Fig. 1: run 1, M2 wires
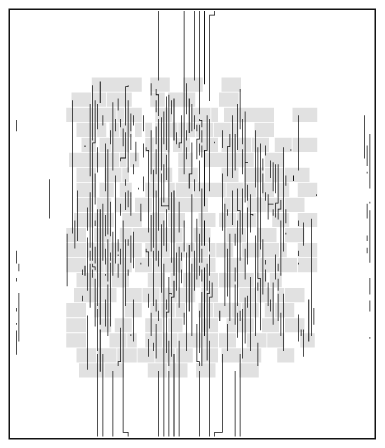
Fig. 2: run 1, the clock network
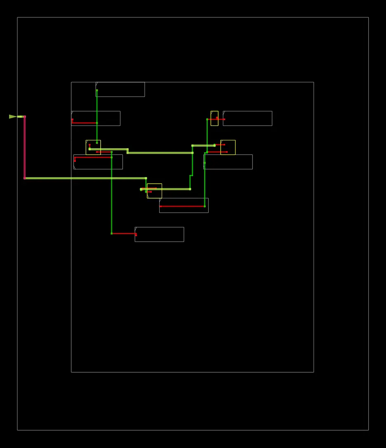
Fig. 3: run 1, met1 routing
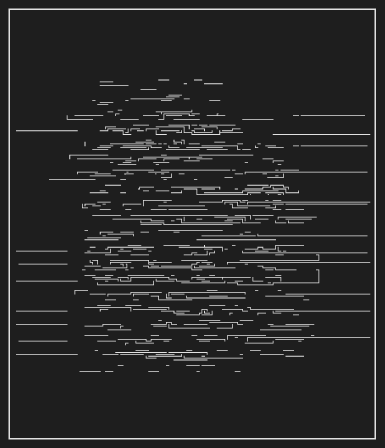
### src/rtl/hazard_ctrl_pkg.sv
// hazard_ctrl_pkg: shared pipeline types, forwarding encodings and mult/div latency defaults.
package hazard_ctrl_pkg;
    typedef enum logic {IDLE, BUSY} md_state_t;
    localparam logic [1:0] FWD_RF = 2'b00;
    localparam logic [1:0] FWD_W  = 2'b01;
    localparam logic [1:0] FWD_M  = 2'b10;
    localparam int MULT_LAT_DEF = 4;
    localparam int DIV_LAT_DEF  = 32;
    // Register 0 is hardwired, so a write to it is never a dependency.
    function automatic logic reg_hit(input logic we, input logic [4:0] wr, input logic [4:0] rd);
        return we && wr != 5'd0 && wr == rd;
    endfunction
endpackage

### src/rtl/muldiv_timer.sv
// muldiv_timer: tracks an in-flight multiply/divide and pulses done on its final execute cycle.
module muldiv_timer
    import hazard_ctrl_pkg::*;
#(
    parameter int MULT_LAT = MULT_LAT_DEF,
    parameter int DIV_LAT  = DIV_LAT_DEF
) (
    input  logic clk,
    input  logic rst_n,
    input  logic start,
    input  logic op,
    output logic busy,
    output logic done
);
    localparam logic [5:0] MUL_LOAD = 6'(MULT_LAT - 1);
    localparam logic [5:0] DIV_LOAD = 6'(DIV_LAT - 1);

    md_state_t state, state_nx;
    logic [5:0] cnt, cnt_nx;

    always_ff @(posedge clk or negedge rst_n) begin
        if (!rst_n) begin
            state <= IDLE;
            cnt   <= '0;
        end else begin
            state <= state_nx;
            cnt   <= cnt_nx;
        end
    end

    assign busy = state == BUSY;
    assign done = busy && cnt == 6'd0;

    // A start is accepted when idle or in the done cycle; otherwise it is dropped.
    always_comb begin
        state_nx = state;
        cnt_nx   = cnt;
        if (start && (!busy || done)) begin
            state_nx = BUSY;
            cnt_nx   = op ? DIV_LOAD : MUL_LOAD;
        end else if (done) begin
            state_nx = IDLE;
        end else if (busy) begin
            cnt_nx = cnt - 6'd1;
        end
    end
endmodule

### src/rtl/hazard_ctrl.sv
// hazard_ctrl: forwarding selects, load/branch/mult-div stalls and flushes for a 5-stage pipeline.
module hazard_ctrl
    import hazard_ctrl_pkg::*;
#(
    parameter int MULT_LAT = MULT_LAT_DEF,
    parameter int DIV_LAT  = DIV_LAT_DEF
) (
    input  logic       clk,
    input  logic       rst_n,
    input  logic [4:0] Rs_D,
    input  logic [4:0] Rt_D,
    input  logic [4:0] Rs_E,
    input  logic [4:0] Rt_E,
    input  logic [4:0] WriteReg_E,
    input  logic [4:0] WriteReg_M,
    input  logic [4:0] WriteReg_W,
    input  logic       RegWrite_E,
    input  logic       RegWrite_M,
    input  logic       RegWrite_W,
    input  logic       MemtoReg_E,
    input  logic       MemtoReg_M,
    input  logic       Branch_D,
    input  logic       PCSrc_D,
    input  logic       MulDivStart_E,
    input  logic       MulDivOp_E,
    input  logic       MulDivUse_D,
    output logic       StallF,
    output logic       StallD,
    output logic       FlushD,
    output logic       FlushE,
    output logic       ForwardA_D,
    output logic       ForwardB_D,
    output logic [1:0] ForwardA_E,
    output logic [1:0] ForwardB_E,
    output logic       MulDivBusy,
    output logic       MulDivDone
);
    logic lwstall, brstall, mdstall, stall;

    muldiv_timer #(.MULT_LAT(MULT_LAT), .DIV_LAT(DIV_LAT)) u_timer (
        .clk   (clk),
        .rst_n (rst_n),
        .start (MulDivStart_E),
        .op    (MulDivOp_E),
        .busy  (MulDivBusy),
        .done  (MulDivDone)
    );

    assign lwstall = reg_hit(MemtoReg_E, Rt_E, Rs_D) || reg_hit(MemtoReg_E, Rt_E, Rt_D);
    assign brstall = Branch_D && (reg_hit(RegWrite_E, WriteReg_E, Rs_D) || reg_hit(RegWrite_E, WriteReg_E, Rt_D) ||
                                  reg_hit(MemtoReg_M, WriteReg_M, Rs_D) || reg_hit(MemtoReg_M, WriteReg_M, Rt_D));
    assign mdstall = MulDivUse_D && MulDivBusy && !MulDivDone;
    assign stall   = rst_n && (lwstall || brstall || mdstall);

    // Reset holds both front registers flushed and every forward at the register file.
    assign StallF     = stall;
    assign StallD     = stall;
    assign FlushE     = !rst_n || stall;
    assign FlushD     = !rst_n || (PCSrc_D && !stall);
    assign ForwardA_D = rst_n && reg_hit(RegWrite_M, WriteReg_M, Rs_D);
    assign ForwardB_D = rst_n && reg_hit(RegWrite_M, WriteReg_M, Rt_D);
    assign ForwardA_E = !rst_n ? FWD_RF : reg_hit(RegWrite_M, WriteReg_M, Rs_E) ? FWD_M :
                        reg_hit(RegWrite_W, WriteReg_W, Rs_E) ? FWD_W : FWD_RF;
    assign ForwardB_E = !rst_n ? FWD_RF : reg_hit(RegWrite_M, WriteReg_M, Rt_E) ? FWD_M :
                        reg_hit(RegWrite_W, WriteReg_W, Rt_E) ? FWD_W : FWD_RF;
endmodule

### config.mk
export PLATFORM = sky130hd
export DESIGN_NAME = hazard_ctrl
export DESIGN_NICKNAME = d
export VERILOG_FILES = /design/src/rtl/hazard_ctrl_pkg.sv /design/src/rtl/muldiv_timer.sv /design/src/rtl/hazard_ctrl.sv
export SDC_FILE = /design/constraint.sdc
export NUM_CORES = 1
export LEC_CHECK = 0
export ABC_CLOCK_PERIOD_IN_PS = 3200
export CORE_ASPECT_RATIO = 1.25
export CORE_MARGIN = 10
export CORE_UTILIZATION = 43
export DETAILED_ROUTE_END_ITERATION = 10
export GPL_ROUTABILITY_DRIVEN = 0
export PLACE_DENSITY_LB_ADDON = 0.2
export SYNTH_ARGS = -nofsm -noshare
export SYNTH_HDL_FRONTEND = slang
export SYNTH_SLANG_ARGS = --single-unit
export TNS_END_PERCENT = 50
### constraint.sdc
create_clock -name clk -period 3.2 [get_ports clk]
set_input_delay 0.48 -clock clk [delete_from_list [all_inputs] [get_ports clk]]
set_output_delay 0.48 -clock clk [all_outputs]
set_load 0.02 [all_outputs]
==> impl_metrics.ini, run 1 <==
; physical design summary
[die]
coreArea_mm2 = 0.00248
fp.dieW_um = 66.0

[layout]
most-common-layout-cells = clkdlybuf4s50_1, xnor2_1, xor2_1
stdcell_count = 235
lay_top_count = clkdlybuf4s50_1
area_growth_syn_to_layout_pct = 59.5

[placed_design]
place_area_mm2 = 0.00176

[critical_path]
start_kind = input pin
crit_chain = clkdlybuf4s50_1, nor3_1, nand2_1, nand2_1, nor4_1, and2_1, clkdlybuf4s50_1
cp_num_cells = 7
ff2ff_path_depth = 7
reg2reg_slack_ps = 1240

[grt]
grt_pass1_wl_um = 6510

[synth]
syn_area_per_cell_um2 = 7.83
synth_cells = 145
synth_top_cell_by_count = xnor2_1
synth_cell_type_count = 37
ys.flops = 7

[status]
outcome = completed

[detailed_routing]
met1_length_um = 1610

[cts]
clk_pin_slew_worst_paths_ps = 60

[worst_hold_path]
min_from = u_timer.cnt[0]
hold_depth = 1
-- Fig. 1 (at the start) --
nets with wire on the layer	221
wire length on this layer	1990 µm
main direction	vertical
Total Wirelength: 3980 µm
Via Count: 1267
GRT met2 Usage: 26.5%

-- Fig. 2 (at the start) --
Final Skew: 6.55 ps
# clk buffers: 4
Worst-Skew Late Latency: 270 ps

-- Fig. 3 (at the start) --
wire length on this layer	1610 µm
longest straight run	25.8 µm
global routing usage on met1: 17.6%

==> run 1: power by group <==
part	switching, mW	internal, mW	leakage [nW]
sequential	0	0.0885	0.0833
combinational	0.0788	0.105	0.620
clock	0.0404	0.0481	0.0150
==> run 1: what timing repair did <==
action / CTS / global route
gates resized: 1 / 8
hold buffers: 0 / 0
buffers inserted: 0 / 0
endpoints found under the setup margin: 1 / 6
hold endpoints to repair: 0 / 0
==> run 1: registers in the layout (all words and copies together), names as in the netlist <==
register and flops:
u_timer.cnt 6, u_timer.busy 1
==> run 1: area by class of cell <==
type / count / area [µm²] / share of cell area [%]
tap: 33 / 41.3 / 2.28
clock buffer: 4 / 26.3 / 1.45
sequential: 7 / 175 / 9.68
multi-input combinational: 123 / 916 / 50.6
timing repair buffer: 64 / 637 / 35.2
inverter: 4 / 15.0 / 0.829
## Run 2: what changed since run 1
--- a/config.mk
+++ b/config.mk
@@ -10,4 +10,5 @@
 export CORE_MARGIN = 10
 export CORE_UTILIZATION = 43
+export CTS_BUF_LIST = sky130_fd_sc_hd__clkbuf_16
 export DETAILED_ROUTE_END_ITERATION = 10
 export GPL_ROUTABILITY_DRIVEN = 0
==> constraint.sdc (replaced) <==
create_clock -name clk -period 3.2 [get_ports clk]
set_input_delay 0.8 -clock clk [delete_from_list [all_inputs] [get_ports clk]]
set_output_delay 0.8 -clock clk [all_outputs]
set_load 0.02 [all_outputs]
Fig. 4: run 2, met1 routing
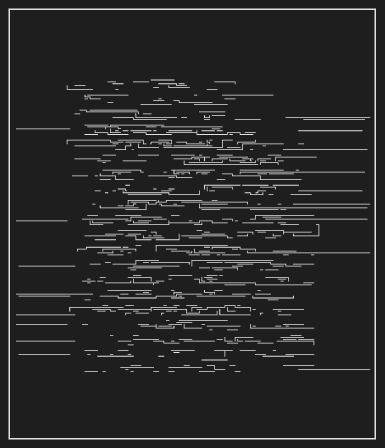
wire length on this layer	1650 µm
nets with wire on the layer	242
longest straight run	30.4 µm
Total Wirelength: 4080 µm
global routing usage on met1: 17.6%
Via Count: 1355

==> impl_metrics.ini, run 2 <==
; physical design summary
[status]
outcome = completed

[sta]
skew_ps = 4.81

[cts]
clk_pin_slew_worst_paths_ps = 40
post_cts_buffers = 1

[layout]
regArea_um2 = 175
clk_share_pct = 3.90
clkbuf_count = 3
sh_comb_area_pct = 47.3
sh_seq_area_pct = 8.54
top_register = u_timer.cnt
combGateArea_um2 = 971
area_growth_syn_to_layout_pct = 80.7
ff_count = 7
lay_top_count = xnor2_1
largest_cell_class = combinational gates
final-nonclk-buf-share_pct = 37.5

[critical_path]
start_kind = input pin
reg2reg_slack_ps = 1200

[detailed_routing]
met1_length_um = 1650

[grt]
grt.met2_usage_pct = 28.4
grt_pass1_wl_um = 6840

[worst_hold_path]
hold_depth = 1
min_from = u_timer.cnt[0]

[synth]
syn_area_per_cell_um2 = 7.83
synth_cell_type_count = 37
synth_cells = 145
synth_top_cell_by_count = xnor2_1

[die]
nWellTaps = 33
fp.dieW_um = 66.0
coreArea_mm2 = 0.00248
==> run 2: cell counts after synthesis <==
Identical to the previous run, type by type.
==> run 2: worst max-delay path, stage by stage <==
cell	delay, ps
clkdlybuf4s50_1	510
xnor2_1	120
nand3_1	120
nor4_2	350
and2_1	180
clkdlybuf4s15_2	260
==> run 2: report_power, final <==
group	leakage (nW)	switching (mW)	internal [mW]
sequential	0.0833	0	0.0890
clock	0.0409	0.0484	0.164
combinational	0.786	0.0872	0.108
total	0.910	0.136	0.361
==> run 2: through the flow <==
step	worst slack, ps	setup TNS (ps)	instance area, µm²
floorplan	88.1	0	1130
global placement	-565	-4450	1910
detailed placement	-577	-4810	1910
CTS	-82.8	-82.8	2030
global route	-19.2	-19.2	2050
finish	44.5	0	2050
## Run 3: what changed since run 2
- GPL_ROUTABILITY_DRIVEN: 0 -> default
Fig. 5: run 3, drive-strength map
Scale bar: 20 µm.
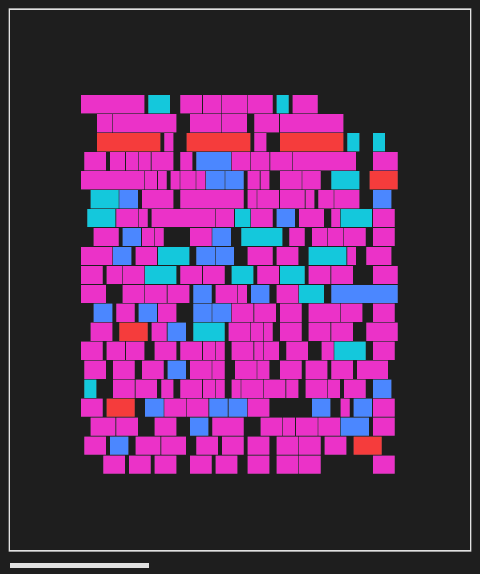
size	color	cells	share
x6 and larger	red	7	3.1%
x1 and smaller	magenta	169	75%
x2	cyan	19	8.5%
x3 and x4	blue	29	13%
Plain + repair buffers: 86
fin area: 0.00205 mm²

==> impl_metrics.ini, run 3 <==
; physical design summary
[status]
outcome = completed

[worst_hold_path]
min_from = u_timer.cnt[0]
hold_depth = 1

[power]
power.internal_uw = 361
power_frac_comb_pct = 39.4
seqPwrFrac_pct = 17.9
power_leader = clock
power_clock_uw = 212
p_clk_share_pct = 42.7
p_seq_uw = 89.0

[placed_design]
dp_slack_ps = -577

[critical_path]
path_buffers = 2
reg2reg_slack_ps = 1200
cp_top_family = buffers and inverters
slowest_delay_ps = 510
ff2ff_path_depth = 8
cp_num_cells = 6
start_kind = input pin
crit_chain = clkdlybuf4s50_1, xnor2_1, nand3_1, nor4_2, and2_1, clkdlybuf4s15_2
slowest_stage = clkdlybuf4s50_1

[synth]
synth_top_cell_by_count = xnor2_1
synth_cells = 145
syn_area_per_cell_um2 = 7.83

[layout]
lay_top_count = xnor2_1
most-common-layout-cells = xnor2_1, dlygate4sd2_1, buf_4
area_growth_syn_to_layout_pct = 80.7
stdcell_count = 257

[detailed_routing]
via_count = 1355

[cts]
worstSkewPairLatency_ps = 230
clk_pin_slew_worst_paths_ps = 40

[sta]
setup_slack_ps = 44.5

[die]
fp.dieW_um = 66.0

[grt]
grt_pass1_wl_um = 6840
run 3: cell counts after synthesis:
No cell type changed its count.
run 3: what timing repair did:
item,4_1_cts,5_1_grt
pin swaps,8,7
setup buffers,1,0
setup endpoints to repair,10,9
gates resized,77,8
run 3: cell families after synthesis:
logic type                 Yosys count
AOI/OAI and AO/OA                   20
xor gates and xnor gates            52
adders and majority gates            1
buffers and inverters               15
DFF                                  7
muxes                                1
and+or+nand+nor                     49
run 3: layer usage:
layer | track usage (%) | vias up
met1 | 17.6 | 638
li1 | - | 662
met5 | 0 | -
met3 | 6.18 | 4
met2 | 28.4 | 51
met4 | 1.89 | 0
run 3: cell type report:
class,count,area (µm²)
multi-input combinational,123,971
timing repair buffer,86,768
fill,180,427
sequential,7,175
clock buffer,3,75.1
tap,33,41.3
inverter,4,15.0
clock inverter,1,5.00
Power is estimated from default activity; no workload was simulated.
